Design vga_rx_monitor, sky130hd; sources not shown.
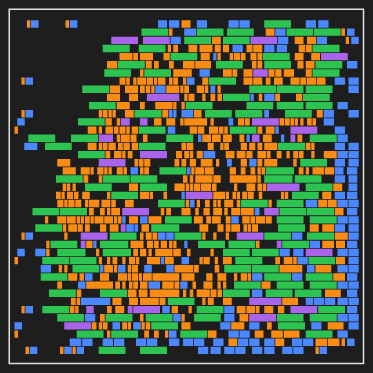
**Above:** run 1 (cells colored by class).
Scale: 3 px per um.
legend:
  other buffers and delay cells:
    color: blue
    cells: 176
    share_of_their_area: 18%
  clock drivers and dummy loads:
    color: purple
    cells: 32
    share_of_their_area: 7.3%
  flip-flops:
    color: green
    cells: 122
    share_of_their_area: 36%
  all other logic:
    color: orange
    cells: 484
    share_of_their_area: 38%
floorplan row count: 41
fraction of area in registers: 35.4%
final non-filler cell area: 0.00864 mm^2

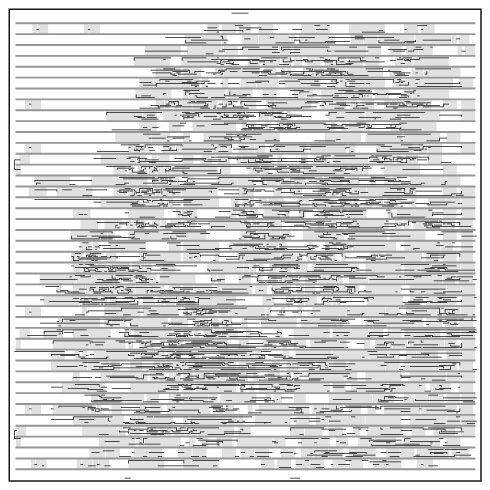
**Above:** run 1 (M1 wires).
Scale: 4 px per um. Supply wires on this layer in gray. Cells faint in the background.
wire length on this layer: 6850 um
longest straight run: 28.1 um
nets with wire on the layer: 757
share of all routed wire: 45%
main direction: horizontal
met1 Track Usage GR: 30.0%
detailed-route wire length: 15300 um
routed via count: 5256

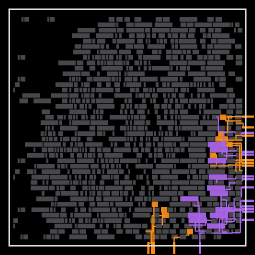
**Above:** run 1 (port wiring).
Scale: 2 px per um.
legend:
  `cap_y`:
    color: orange
    bits: 10
    direction: input
    edge: 6 right, 4 bottom
    end_cells: 10
    buffers: 10
    wire: 212 um
  `cap_rgb`:
    color: purple
    bits: 12
    direction: output
    edge: 11 right, 1 bottom
    end_cells: 12
    buffers: 12
    wire: 289 um
input/output buffers: 109
number of ports placed on the die boundary: 126

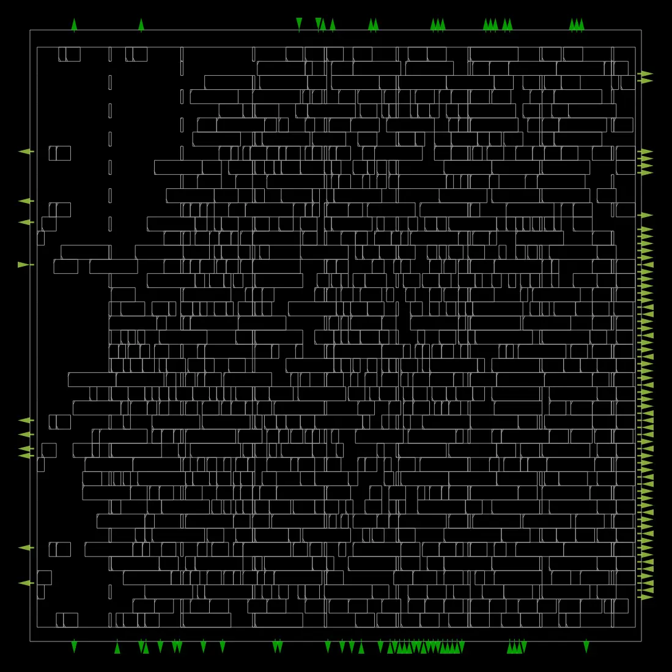
**Above:** run 1 (cell placement).
Core Util, Final: 67.4%
Std-Cell Core Area: 0.0128 mm^2
TAP cells: 172

==> summary.txt, run 1 <==
Summary of the current implementation state.

- The flow ran to the end, but the final reports show violations.
- The checks that failed: negative setup slack.
- The flip-flop count of the largest register, all copies and words added is 16, for reference.
- Per the summary, power density relative to cell area is roughly 700 mW/mm^2.
- A synthesized cell averages a little under 10 um^2.
- The CTS log lists the clock sinks for this run as 122.
- The logic gate share of total power is ~16%, for reference.
- The total routing resource utilization after global routing is 23.4%, for reference.
- The via count of the first global-routing pass is 5230, for reference.
- The post-synthesis to final-layout area growth is 37.7%, for reference.
- The detailed placer's ending HPWL is 10300 um, for reference.
- Endpoints with negative setup slack in the final report add up to 22.
- The sequential cell area is between 0.003 and 0.004 mm^2, for reference.
- The worst path uses 108% of the clock period.
- For this run, the register share of the synthesized area comes to 48.7%.
- Entering global routing, the biggest net connects 72 pins.
- The routed design shows a wire length per standard cell of around 16 um.
- The cell count in the Yosys report is around 640, for reference.
- The setup slack after layout is -0.191 ns, for reference.
- Leaving out fill and tap cells, the most frequent cell in the layout is dfrtp_1.
- The startpoint kind of the worst setup timing path is a flip-flop, for reference.
- No sink is reached through more buffers than the 2 on the longest clock path.
- The post-synth tally of flip-flops with integrated enable is 0, for reference.
- The internal cell power is ~0.0044 W, for reference.
[run 1: power groups by stage]
stage / clock [W] / combinational, W / sequential, W
4_1_cts: 0.00278 / 0.000942 / 0.00237
3_3_place_gp: 0 / 0.000844 / 0.00240
6_report: 0.00274 / 0.000969 / 0.00237
2_1_floorplan: 0 / 0.000457 / 0.00248
5_1_grt: 0.00286 / 0.00106 / 0.00238
3_5_place_dp: 0 / 0.000873 / 0.00241
[run 1: routing by layer]
metal | track usage [%] | routed length (um)
met5 | 0 | 0
met1 | 30.0 | 6850
met3 | 6.20 | 753
met4 | 9.70 | 313
met2 | 37.6 | 7420
[run 1: worst max-delay path: stages (launching register included)]
cell and delay [ns]:
dfrtp_2 0.39, ha_4 0.16, buf_4 0.11, nand4_1 0.18
xnor2_2 0.20, a2111oi_4 0.36, o211ai_2 0.17, nor3_4 0.25
and3_4 0.25, mux2_4 0.30
[run 1: layout make-up]
class                      count  share of cell area [%]
sequential                   122                    35.4
clock inverter                12                    1.69
inverter                      24                    1.04
clock buffer                  20                    5.40
timing repair buffer         129                    14.6
tap                          172                    2.49
multi-input combinational    460                    36.0
buffer                        47                    3.37
[run 1: per-stage QoR]
stage | hold WS (ns) | instance area [um^2]
6_report | 0.0889 | 8640
5_1_grt | 0.115 | 8640
4_1_cts | 0.0963 | 8550
3_5_place_dp | 0.470 | 7700
3_3_place_gp | 0.461 | 7680
2_1_floorplan | 0.279 | 6370
[run 1: Yosys cell counts (2+ instances only)]
master / number / area [um^2]
or2_2: 2 / 12.5
o21ai_1: 4 / 20.0
or3_1: 13 / 81.3
xnor2_1: 42 / 368
a211oi_1: 2 / 15.0
a21oi_1: 29 / 145
nor2b_1: 4 / 25.0
ha_1: 15 / 188
nor4_1: 9 / 56.3
o21a_1: 3 / 22.5
and3_1: 12 / 75.1
nor3b_1: 3 / 22.5
inv_1: 24 / 90.1
nor2_1: 72 / 270
dfrtp_1: 122 / 3050
nand3b_1: 2 / 15.0
o21ai_0: 31 / 155
a31oi_1: 5 / 31.3
buf_4: 21 / 158
o31a_1: 4 / 35.0
mux2i_1: 4 / 40.0
mux2_2: 12 / 135
nor3_1: 14 / 70.1
nand4_1: 17 / 106
and4_1: 6 / 52.6
nand2b_1: 11 / 68.8
nand3_2: 2 / 20.0
buf_2: 8 / 40.0
nand2_1: 46 / 173
and2_1: 3 / 18.8
xor2_1: 35 / 307
clkbuf_1: 17 / 63.8
o22ai_1: 5 / 31.3
nand3_1: 20 / 100
[run 1: cell families after synthesis]
group / Yosys count / share of synthesized area [%]
xor+xnor: 77 / 10.7
compound gates: 92 / 8.85
mux: 17 / 2.97
other cells: 1 / 0.0598
flops: 122 / 48.7
fa+ha+maj: 15 / 2.99
buf+inv: 72 / 5.84
simple gates: 243 / 19.9
[run 1: timing repair]
action / 4_1_cts / 5_1_grt
pin swaps: 13 / 1
gates resized: 35 / 18
gates cloned: 1 / 1
buffers inserted: 15 / 2
endpoints found under the setup margin: 59 / 58
**Run 1: cell area per tile**

Scale: 3 px per um. 12 x 12 tiles, from dark blue (low) to red (high), 0 to 100% covered.
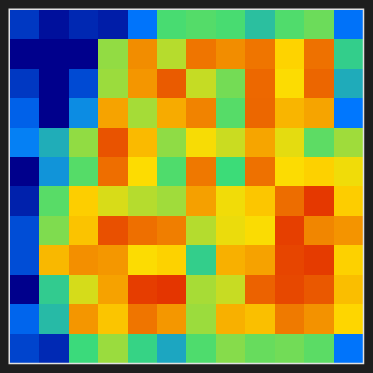

## Run 2: what changed since run 1
--- a/config.mk
+++ b/config.mk
@@ -14,3 +14,4 @@
 export SYNTH_ARGS = -nofsm -noshare
 export SYNTH_HDL_FRONTEND = slang
 export SYNTH_SLANG_ARGS = --single-unit
+export TNS_END_PERCENT = 1
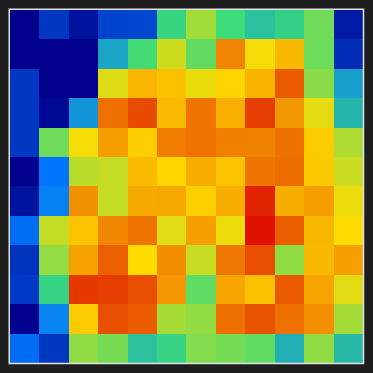
**Above:** run 2 (cell area per tile).
Scale: 3 px per um. 12 x 12 tiles, from dark blue (low) to red (high), 0 to 100% covered.
fullest tile: 98%
mean over tiles: 61%
nearly empty tiles: 6.2%
emptiest ninth of the die: top left
tiles over 75% full: 47%
starting density of the core: 48.9%
Core Util, Final: 67.6%

==> run 2 against run 1 <==
Compared with the run above:
- flip-flop count did not move
- cell count grew 0.41%
- synthesized area stayed put
- synthesized cell count did not move
- clock skew is 0.00092 ns lower
- total power decreased by 0.81%
- the run still ends with negative setup slack left
- critical path type unchanged
- highest routed layer unchanged
- first-iteration DRC count is 15% lower
- critical path depth stayed put
- die area unchanged
==> summary.txt, run 2 <==
Summary of the current implementation state.

- The leading area contributor after synthesis is dfrtp_1, for reference.
- The top cell type by instance count after synthesis is dfrtp_1, for reference.
- The worst-case hold slack was 0.111 ns (+0.0225 ns).
- The cell count in the Yosys report is 639 (unchanged).
- The share of synthesized area occupied by flip-flops and latches came to 48.7% (unchanged).
- The sink count of the clock tree is 122 (unchanged), for reference.
- The detailed-route wire length per cell is 15.6 um (+0.51%).
- The power density relative to cell area is 696 mW/mm^2 (-1.0%).
- The total number of placement rows is 41 (unchanged), for reference.
- The detailed placer's ending HPWL was 10400 um (+0.69%).
- The placeable core region is 0.0128 mm^2 (unchanged).
- The via count of the first global-routing pass is 5270 (+0.76%), for reference.
- The startpoint kind of the worst setup timing path is a flip-flop, for reference.
- The largest net degree at the start of global routing is 68 (-5.6%).
- The sequential cell area is 0.00306 mm^2 (about the same), for reference.
- The final setup violation count is 22 (unchanged), for reference.
- The setup slack after layout is -0.182 ns (+0.00847 ns), for reference.
- The final reports fail on negative setup slack.
- Counting instances in the post-synthesis netlist gives the leading cell types as dfrtp_1, nor2_1, nand2_1.
- The via count is 5236 (-0.38%), for reference.
- The cell area after placement was 0.00770 mm^2 (about the same).
- The routed wire length is 15500 um (+0.92%), for reference.
- Among logic cells in the layout, the one with the most instances is dfrtp_1.
- The post-synth tally of flip-flops with integrated enable is 0 (unchanged), for reference.
- The share of Yosys cell area claimed by the top area cell type is 48.7% (unchanged), for reference.
- The post-synthesis to final-layout area growth is 38.1%, for reference.
- The run finished, with violations left.
- The buffer levels on the longest clock path is 2 (unchanged), for reference.
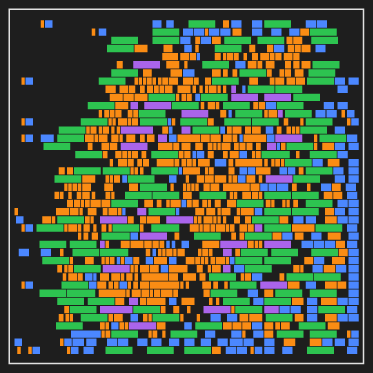
**Above:** run 2 (cells colored by class).
Scale: 3 px per um.
legend:
  all other logic:
    color: orange
    cells: 484
    share_of_their_area: 38%
  other buffers and delay cells:
    color: blue
    cells: 180
    share_of_their_area: 19%
  flip-flops:
    color: green
    cells: 122
    share_of_their_area: 36%
  clock drivers and dummy loads:
    color: purple
    cells: 32
    share_of_their_area: 7.0%
fraction of area in registers: 35.3%
final non-filler cell area: 0.00866 mm^2

## run 2: cell count changes in the layout (fill, tap and decap cells not counted), sizes merged
cell | previous run | this run
bufinv | 3 | 2
buf | 51 | 55
clkbuf | 37 | 35
clkinv | 6 | 9
dlymetal6s2s | 1 | 2
clkdlybuf4s50 | 103 | 105
dlygate4sd2 | 4 | 1
## run 2: critical path, cell delays in order (launching register included)
cell,delay [ns]
dfrtp_1,0.39
buf_4,0.15
ha_4,0.16
nand2b_4,0.16
nor4_4,0.26
a21oi_2,0.07
o31a_1,0.32
nor3_4,0.30
and3_4,0.25
mux2_4,0.30
## run 2: area by class of cell
| class | instances | share of cell area, % |
|---|---|---|
| buffer | 47 | 3.37 |
| clock buffer | 18 | 5.07 |
| clock inverter | 14 | 1.73 |
| inverter | 24 | 1.07 |
| multi-input combinational | 460 | 36.0 |
| sequential | 122 | 35.3 |
| tap | 172 | 2.48 |
| timing repair buffer | 133 | 15.0 |
## run 2: kinds of logic (layout without fill, tap and decap cells)
family | after synthesis | in the layout | synth area share, %
AND-OR/OR-AND | 92 | 92 | 8.85
XOR/XNOR | 77 | 77 | 10.7
adder cells (fa/ha/maj) | 15 | 15 | 2.99
buffers and inverters | 72 | 236 | 5.84
flip-flops | 122 | 122 | 48.7
multiplexers | 17 | 17 | 2.97
other | 1 | 16 | 0.0598
AND/OR/NAND/NOR | 243 | 243 | 19.9
## run 2: power by group
| part | total, W | internal, W | switching [W] | leakage [nW] |
|---|---|---|---|---|
| Clock | 0.00262 | 0.00162 | 0.000996 | 0.282 |
| Sequential | 0.00236 | 0.00227 | 0.0000992 | 1.64 |
| Combinational | 0.00105 | 0.000441 | 0.000605 | 1.87 |
## run 2: what timing repair did
action | in CTS | in global routing
cloned | 0 | 0
pin swaps | 12 | 3
buffers inserted | 23 | 0
hold endpoints to repair | 0 | 0
resized | 34 | 16
endpoints found under the setup margin | 60 | 57
## run 2: metrics by stage
stage / TNS, ns / worst slack (ns) / util (%)
6_report: -1.99 / -0.182 / 67.6
5_1_grt: -5.21 / -0.287 / 67.6
4_1_cts: -1.67 / -0.152 / 67.0
3_5_place_dp: -32.47 / -0.968 / 60.0
3_3_place_gp: -507.78 / -4.35 / 59.8
2_1_floorplan: -0.298 / -0.126 / -
## run 2: per-layer routing
layer	vias up	share of wire (%)	GRT usage (%)
met2	157	50	38.1
li1	2491	-	-
met3	32	4.7	4.07
met4	0	2.0	9.78
met5	-	0	0
met1	2556	44	30.4
Power figures rest on the tool's default switching activity, not on a simulated workload.
